File: config.mk
export PLATFORM = sky130hd
export DESIGN_NAME = fetch_buffer_stage
export DESIGN_NICKNAME = d
export VERILOG_FILES = /design/src/rtl/fetch_pkg.sv /design/src/rtl/fetch_fifo.sv /design/src/rtl/fetch_buffer_stage.sv
export SDC_FILE = /design/constraint.sdc
export NUM_CORES = 1
export LEC_CHECK = 0
export CAP_MARGIN = 20
export CORE_MARGIN = 2
export CORE_UTILIZATION = 59
export CTS_CLUSTER_SIZE = 14
export DETAILED_ROUTE_END_ITERATION = 16
export PLACE_DENSITY = 0.95
export SYNTH_ARGS = -nofsm -noshare
export SYNTH_HDL_FRONTEND = slang
export SYNTH_SLANG_ARGS = --single-unit
File: constraint.sdc
create_clock -name clk -period 4.5 [get_ports clk]
set_clock_uncertainty 0.1 [all_clocks]
set_input_delay 1.125 -clock clk [delete_from_list [all_inputs] [get_ports clk]]
set_output_delay 1.125 -clock clk [all_outputs]
set_load 0.01 [all_outputs]
File: src/rtl/fetch_pkg.sv
// fetch_pkg: shared fetch-stage defaults and the queued entry layout.
package fetch_pkg;
  localparam int FETCH_PC_W = 8;
  localparam int FETCH_INSTR_W = 16;
  localparam int FETCH_DEPTH = 4;
  typedef struct packed {
    logic [FETCH_INSTR_W-1:0] instr;
    logic [FETCH_PC_W-1:0] pc;
  } fetch_entry_t;
endpackage

File: src/rtl/fetch_fifo.sv
// fetch_fifo: synchronous FIFO with clear, push, pop and entry count.
module fetch_fifo #(
  parameter int W = 24,
  parameter int DEPTH = 4
) (
  input  logic                       clk,
  input  logic                       clr,
  input  logic                       push,
  input  logic                       pop,
  input  logic [W-1:0]               din,
  output logic [W-1:0]               dout,
  output logic [$clog2(DEPTH):0]     count
);
  localparam int AW = $clog2(DEPTH);
  logic [W-1:0] mem [DEPTH];
  logic [AW-1:0] wp, rp;
  assign dout = mem[rp];
  always_ff @(posedge clk) begin
    if (clr) begin
      wp <= '0;
      rp <= '0;
      count <= '0;
    end else begin
      if (push) begin
        mem[wp] <= din;
        wp <= wp + 1'b1;
      end
      if (pop) rp <= rp + 1'b1;
      count <= count + (AW+1)'(push) - (AW+1)'(pop);
    end
  end
endmodule

File: src/rtl/fetch_buffer_stage.sv
// fetch_buffer_stage: PC/issue logic feeding a prefetch queue toward decode.
module fetch_buffer_stage
  import fetch_pkg::*;
#(
  parameter int PC_W = FETCH_PC_W,
  parameter int INSTR_W = FETCH_INSTR_W,
  parameter int DEPTH = FETCH_DEPTH,
  parameter logic [PC_W-1:0] RESET_PC = '0
) (
  input  logic                     clk,
  input  logic                     reset,
  input  logic                     pcWrEn,
  input  logic [PC_W-1:0]          newPc,
  output logic [PC_W-1:0]          imem_addr,
  input  logic [INSTR_W-1:0]       imem_data,
  output logic [INSTR_W-1:0]       instruction,
  output logic [PC_W-1:0]          instr_pc,
  output logic                     instr_valid,
  input  logic                     instr_ready,
  output logic [$clog2(DEPTH):0]   occupancy
);
  localparam int CW = $clog2(DEPTH) + 1;
  typedef struct packed {
    logic [INSTR_W-1:0] instr;
    logic [PC_W-1:0] pc;
  } entry_t;
  logic [PC_W-1:0] pc, inflight_pc;
  logic inflight, issue;
  entry_t head;
  // Count the in-flight fetch against capacity so its push always finds space.
  assign issue = !pcWrEn && (occupancy + CW'(inflight)) < CW'(DEPTH);
  assign imem_addr = pc;
  assign instr_valid = occupancy != '0;
  assign instruction = instr_valid ? head.instr : '0;
  assign instr_pc = instr_valid ? head.pc : '0;
  always_ff @(posedge clk) begin
    if (reset) begin
      pc <= RESET_PC;
      inflight <= 1'b0;
      inflight_pc <= '0;
    end else if (pcWrEn) begin
      pc <= newPc;
      inflight <= 1'b0;
    end else begin
      inflight <= issue;
      if (issue) begin
        pc <= pc + 1'b1;
        inflight_pc <= pc;
      end
    end
  end
  fetch_fifo #(.W(INSTR_W + PC_W), .DEPTH(DEPTH)) u_fifo (
    .clk   (clk),
    .clr   (reset | pcWrEn),
    .push  (inflight && !pcWrEn),
    .pop   (instr_valid && instr_ready && !pcWrEn),
    .din   ({imem_data, inflight_pc}),
    .dout  (head),
    .count (occupancy)
  );
endmodule

Run 1, nets reached from selected ports:
The bar under the picture is 20 µm long.
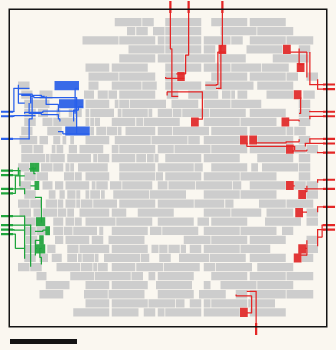
newPc: marked green, direction input, edge left, end cells 8, buffers 8, wire 104 µm. occupancy: marked blue, direction output, edge left, end cells 3, buffers 3, wire 148 µm. instruction: marked red, direction output, edge 12 right, 3 top, 1 bottom, end cells 16, buffers 16, wire 284 µm.
I/O pin cnt: 64
PortBufs: 63

Run 1, floorplan with the power grid:
The bar under the picture is 20 µm long. Pins as bars on the die edge. Tap cells in gray.
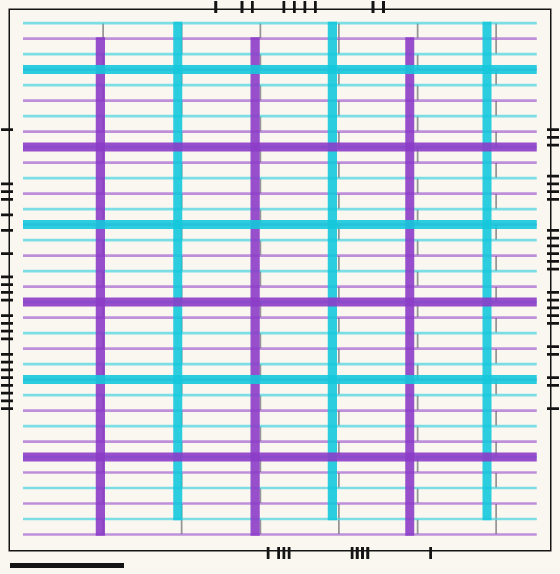
VSS: marked purple. VDD: marked cyan.
6 straps on met4. The core has 33 rows. 64 signal pins sit on the boundary.
Die Y: 94.8 µm
placeable core area: 0.00809 mm²

==> flow_summary.yaml, run 1 <==
# generated from flow reports
final_timing:
  rsz0062_at_grt: "no"
  setup_violations: 0
  clock.fmax_ghz: 0.253
  tns_ps: 0
  timing.final.crit_share: 0.880
yosys:
  yosysCellCount: 281
  synth-async-reset-ratio: 0
  syn_avg_cell_area_um2: 17.3
  syn-num-nets: 317
  synth_cells: 281
  synth_warnings: 0
critical_path:
  crit_arrival_ps: 2730
  cp_slowest_cell: "dfxtp_2"
  crit_path_max_fanout: 24
  worstSetupStartpointType: "register"
  worstSetupEndpointType: "output port"
drt:
  wl_met3_um: 570
cts:
  cts_resized: 0
  clockBufferDepth: 2
  cts_tree: "yes"
  post_cts_buffers: 0
  cts.sinks: 122
global_route:
  grt_pass1_vias: 2928
  grt_use_met1: 0.312
  track_usage: 0.251
die:
  taps: 105
power_and_ir_drop:
  ir_worst_vdd_mv: 0.256
  p_int_mw: 2.04
  power_leader: "registers"
  power.switching_uw: 577
final_layout:
  nNonClkInverters: 7
  finalNonFillerCells: 473
place:
  gp_congestion: 0.815
  dp_hpwl_um: 5800
status:
  status: "finished clean"
run:
  log.warning_count: 29
Run 1, local utilization:
The bar under the picture is 20 µm long. The die is cut into 9 by 9 equal tiles; white is low, dark blue is high, 0 to 100% covered.
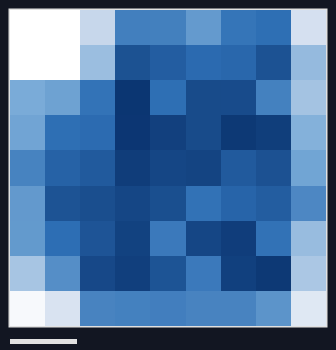
The emptiest ninth of the die: top left. The fullest tile reaches 98%. 46% of the tiles are over 75% full. The densest ninth of the die: middle.
Final Util: 0.760
Initial Utilization: 0.601

-- run 1: final timing paths --
check | to | slack (ps) | cells after the start
setup / recovery | instr_pc[4] | 540 | 3
hold / removal | u_fifo.mem[3][2] | 420 | 0
setup reg to reg | u_fifo.count[2] | 1660 | 10
hold reg to reg | u_fifo.mem[3][2] | 420 | 0
-- run 1: registers in the layout (all words and copies together), names as in the netlist, named ones only --
register and cells:
u_fifo.mem 96, inflight_pc 8, imem_addr 8, u_fifo.rp 2, u_fifo.count 3, inflight 1
u_fifo.wp 2
-- run 1: critical path: cells and delay by family, from the launching register on --
family / cells / cell delay, ps
simple gates: 1 / 200
buf+inv: 1 / 510
mux: 1 / 620
flops: 1 / 900
==> run 1 -> run 2 <==
- GPL_ROUTABILITY_DRIVEN: not set -> 0
Run 2, sequential cells colored by netlist name:
The bar under the picture is 20 µm long.
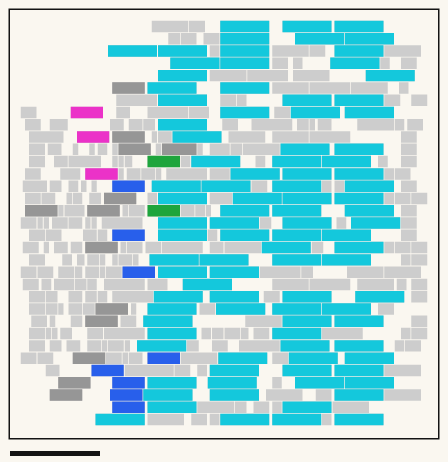
u_fifo.count: marked magenta, sequential cells 3. u_fifo.wp: marked green, sequential cells 2. inflight_pc: marked blue, sequential cells 8, where bottom left. u_fifo.mem: marked cyan, sequential cells 96.
Another 13 sequential cells are not colored.

==> run 2 against run 1 <==
Compared with the run above:
- combinational power is essentially flat
- non-clock buffer count is the same
- register-to-register slack barely moved
- first-iteration DRC count stayed put
- sequential power about the same
- total power is the same
==> flow_summary.yaml, run 2 <==
# generated from flow reports
die:
  fp_util: 0.601
  core_mm2: 0.00809
  io_pins: 64
  taps: 105
  die_y_um: 94.8
place:
  dp_hpwl_um: 5800
  port_buffers: 63
critical_path:
  worstSetupEndpointType: "output port"
  worst_path_dominant_cell_family: "flip-flops"
  crit_arrival_ps: 2730
  worst-path-buf-inv: 1
  worstSetupStartpointType: "register"
  crit_path_max_fanout: 24
  cp_slowest_cell: "dfxtp_2"
global_route:
  grt_pass1_vias: 2928
  grt_use_met1: 0.312
  track_usage: 0.251
final_timing:
  timing.final.crit_share: 0.880
  setup_violations: 0
  rsz0062_at_grt: "no"
  clock.fmax_ghz: 0.253
power_and_ir_drop:
  power.switching_uw: 577
  ir_worst_vdd_mv: 0.256
  p_int_mw: 2.04
cts:
  cts_tree: "yes"
  cts_resized: 0
  clockBufferDepth: 2
  post_cts_buffers: 0
  cts.sinks: 122
final_layout:
  final_util: 0.760
  nClkBuffers: 18
  design_area_mm2: 0.00615
  largest_register: "u_fifo.mem"
  nNonClkInverters: 7
  largest_register_ff_count: 96
status:
  status: "finished clean"
drt:
  wl_met3_um: 570
yosys:
  syn-num-nets: 317
  synth-async-reset-ratio: 0
  syn_avg_cell_area_um2: 17.3
  synth_warnings: 0
  yosysCellCount: 281
  synth_cells: 281
run:
  log.warning_count: 29
Run 2, cell outlines without signal wires:
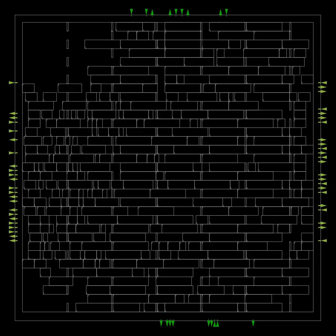
Flops: 122
Post-Layout Cell Count: 473
flop share of the area: 0.554
FILL cells: 463

run 2: cell counts after synthesis:
Identical to the previous run, type by type.
run 2: worst paths after layout:
kind	start	endpoint	slack [ps]	depth (start not counted)
max	register	instr_pc[4]	540	3
min	inflight_pc[2]	u_fifo.mem[3][2]	420	0
max reg2reg	u_fifo.count[1]	u_fifo.count[2]	1660	10
min reg2reg	inflight_pc[2]	u_fifo.mem[3][2]	420	0
run 2: cell families (layout without fill, tap and decap cells):
| group | count (synthesis) | after routing |
|---|---|---|
| buffers and inverters | 23 | 110 |
| XOR/XNOR | 10 | 10 |
| AND/OR/NAND/NOR | 67 | 67 |
| AND-OR/OR-AND | 17 | 17 |
| flip-flops | 122 | 122 |
| adder cells (fa/ha/maj) | 8 | 8 |
| multiplexers | 34 | 34 |
Run 2, local utilization:
The bar under the picture is 20 µm long. The die is cut into 9 by 9 equal tiles; white is low, dark blue is high, 0 to 100% covered.
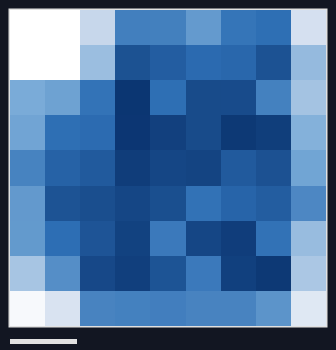

==> run 2 -> run 3 <==
- CAP_MARGIN: 20 -> not set
- GPL_TIMING_DRIVEN: not set -> 0
Run 3, local utilization:
The bar under the picture is 20 µm long. The die is cut into 9 by 9 equal tiles; white is low, dark blue is high, 0 to 100% covered.
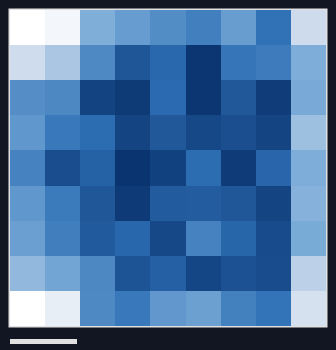
47% of the tiles are over 75% full. The mean over all tiles is 68%. The emptiest ninth of the die: top left.

==> run 3 against run 2 <==
Compared with the run above:
- synthesized cell count is the same
- critical path type unchanged
- core utilization grew 0.76 points
- register-to-register slack gained 240 ps
- critical endpoint is now instr_pc[1]
- non-clock buffer count grew 7
- combinational power is essentially flat
- clock power grew 8%
- wire length shrank 7.2%
==> flow_summary.yaml, run 3 <==
# generated from flow reports
status:
  status: "finished clean"
hold_path:
  holdCritStartpoint: "inflight_pc[1]"
  hold_depth: 0
  hold_path.class: "reg2reg"
  min_to: "u_fifo.mem[1][1]"
cts:
  post_cts_buffers: 0
  cts.sinks: 122
  cts_resized: 0
  cts_tree: "yes"
  clockBufferDepth: 2
yosys:
  syn-num-nets: 317
  synth_chip_area_mm2: 0.00486
  syn_avg_cell_area_um2: 17.3
  synth-async-reset-ratio: 0
  ys.flops: 122
  ys_top_logic_family: "multiplexers"
  yosysCellCount: 281
  synth_cells: 281
  synth_warnings: 0
  top_area_cell: "edfxtp_1"
  area_leaders: "edfxtp_1, mux4_2, dfxtp_1"
die:
  chipArea_mm2: 0.00898
  fp_util: 0.601
  core_mm2: 0.00809
  io_pins: 64
global_route:
  track_usage: 0.233
  grt_use_met1: 0.290
  grt_pass1_vias: 2861
critical_path:
  worstRegToRegCells: 11
  worst_path_dominant_cell_family: "buffers and inverters"
  worstSetupStartpointType: "register"
  cp_slowest_cell: "clkdlybuf4s50_1"
  r2r_slack_ps: 1900
  worstSetupEndpointType: "output port"
  crit_end: "instr_pc[1]"
  r2r_start: "u_fifo.count[1]"
  crit_path_max_fanout: 10
  r2r_end: "u_fifo.count[2]"
  cp.depth: 5
  crit_start: "u_fifo.count[1]"
  worst-path-buf-inv: 3
final_layout:
  design_area_mm2: 0.00621
  largest_register_ff_count: 96
  fill_cells: 465
  mi_logic_area_mm2: 0.00134
  finalNonFillerCells: 480
  largest_register: "u_fifo.mem"
final_timing:
  clock.fmax_ghz: 0.253
  rsz0062_at_grt: "no"
  setup_violations: 0
  timing.final.crit_share: 0.879
run:
  log.warning_count: 29
place:
  port_buffers: 62
  dp_hpwl_um: 5690
drt:
  drt_wl_total_um: 9480
  wl_met3_um: 539
power_and_ir_drop:
  p_int_mw: 2.20
  power.switching_uw: 522
Run 3, floorplan with the power grid:
The bar under the picture is 20 µm long. Pins as bars on the die edge. Tap cells in gray.
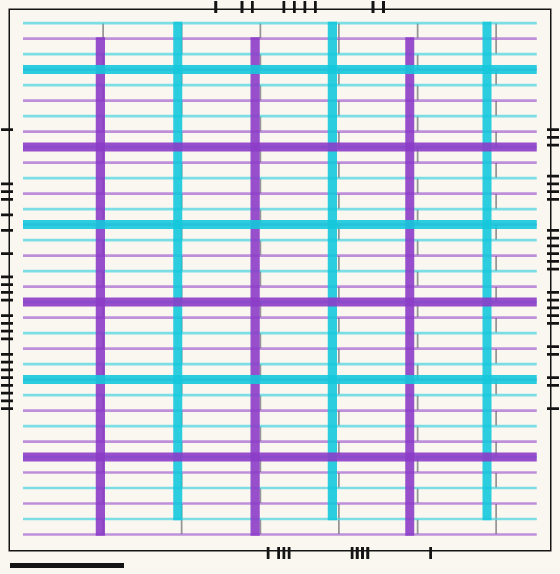
VDD: marked cyan. VSS: marked purple.
The core has 33 rows. 105 tap cells. 6 straps on met5. 34 met1 rails follow the rows.
Worst VDD drop: 0.275 mV
Die X: 94.8 µm

==> run 3: cell types whose count changed in the layout (fill, tap and decap cells not counted), moves of 2 or more <==
cell        change
bufinv_16       +2
inv_6           -8
clkbuf_1        +9
buf_2           +4
clkinv_2        +3
buf_6           +2
clkinvlp_4      -3
buf_4           -6
clkbuf_8        +4
==> run 3: final cells by class <==
class / instances / share of cell area
sequential: 122 / 0.548
multi-input combinational: 136 / 0.216
timing repair buffer: 62 / 0.0999
clock buffer: 24 / 0.0774
tap: 105 / 0.0212
clock inverter: 8 / 0.0189
buffer: 16 / 0.0141
inverter: 7 / 0.00423
==> run 3: stage by stage <==
step	utilization	hold slack [ps]
final	0.767	408
after global routing	0.767	423
after CTS	0.767	406
after detailed placement	0.694	393
after global placement	0.694	376
after floorplan	-	360
Power and IR drop assume default switching activity.
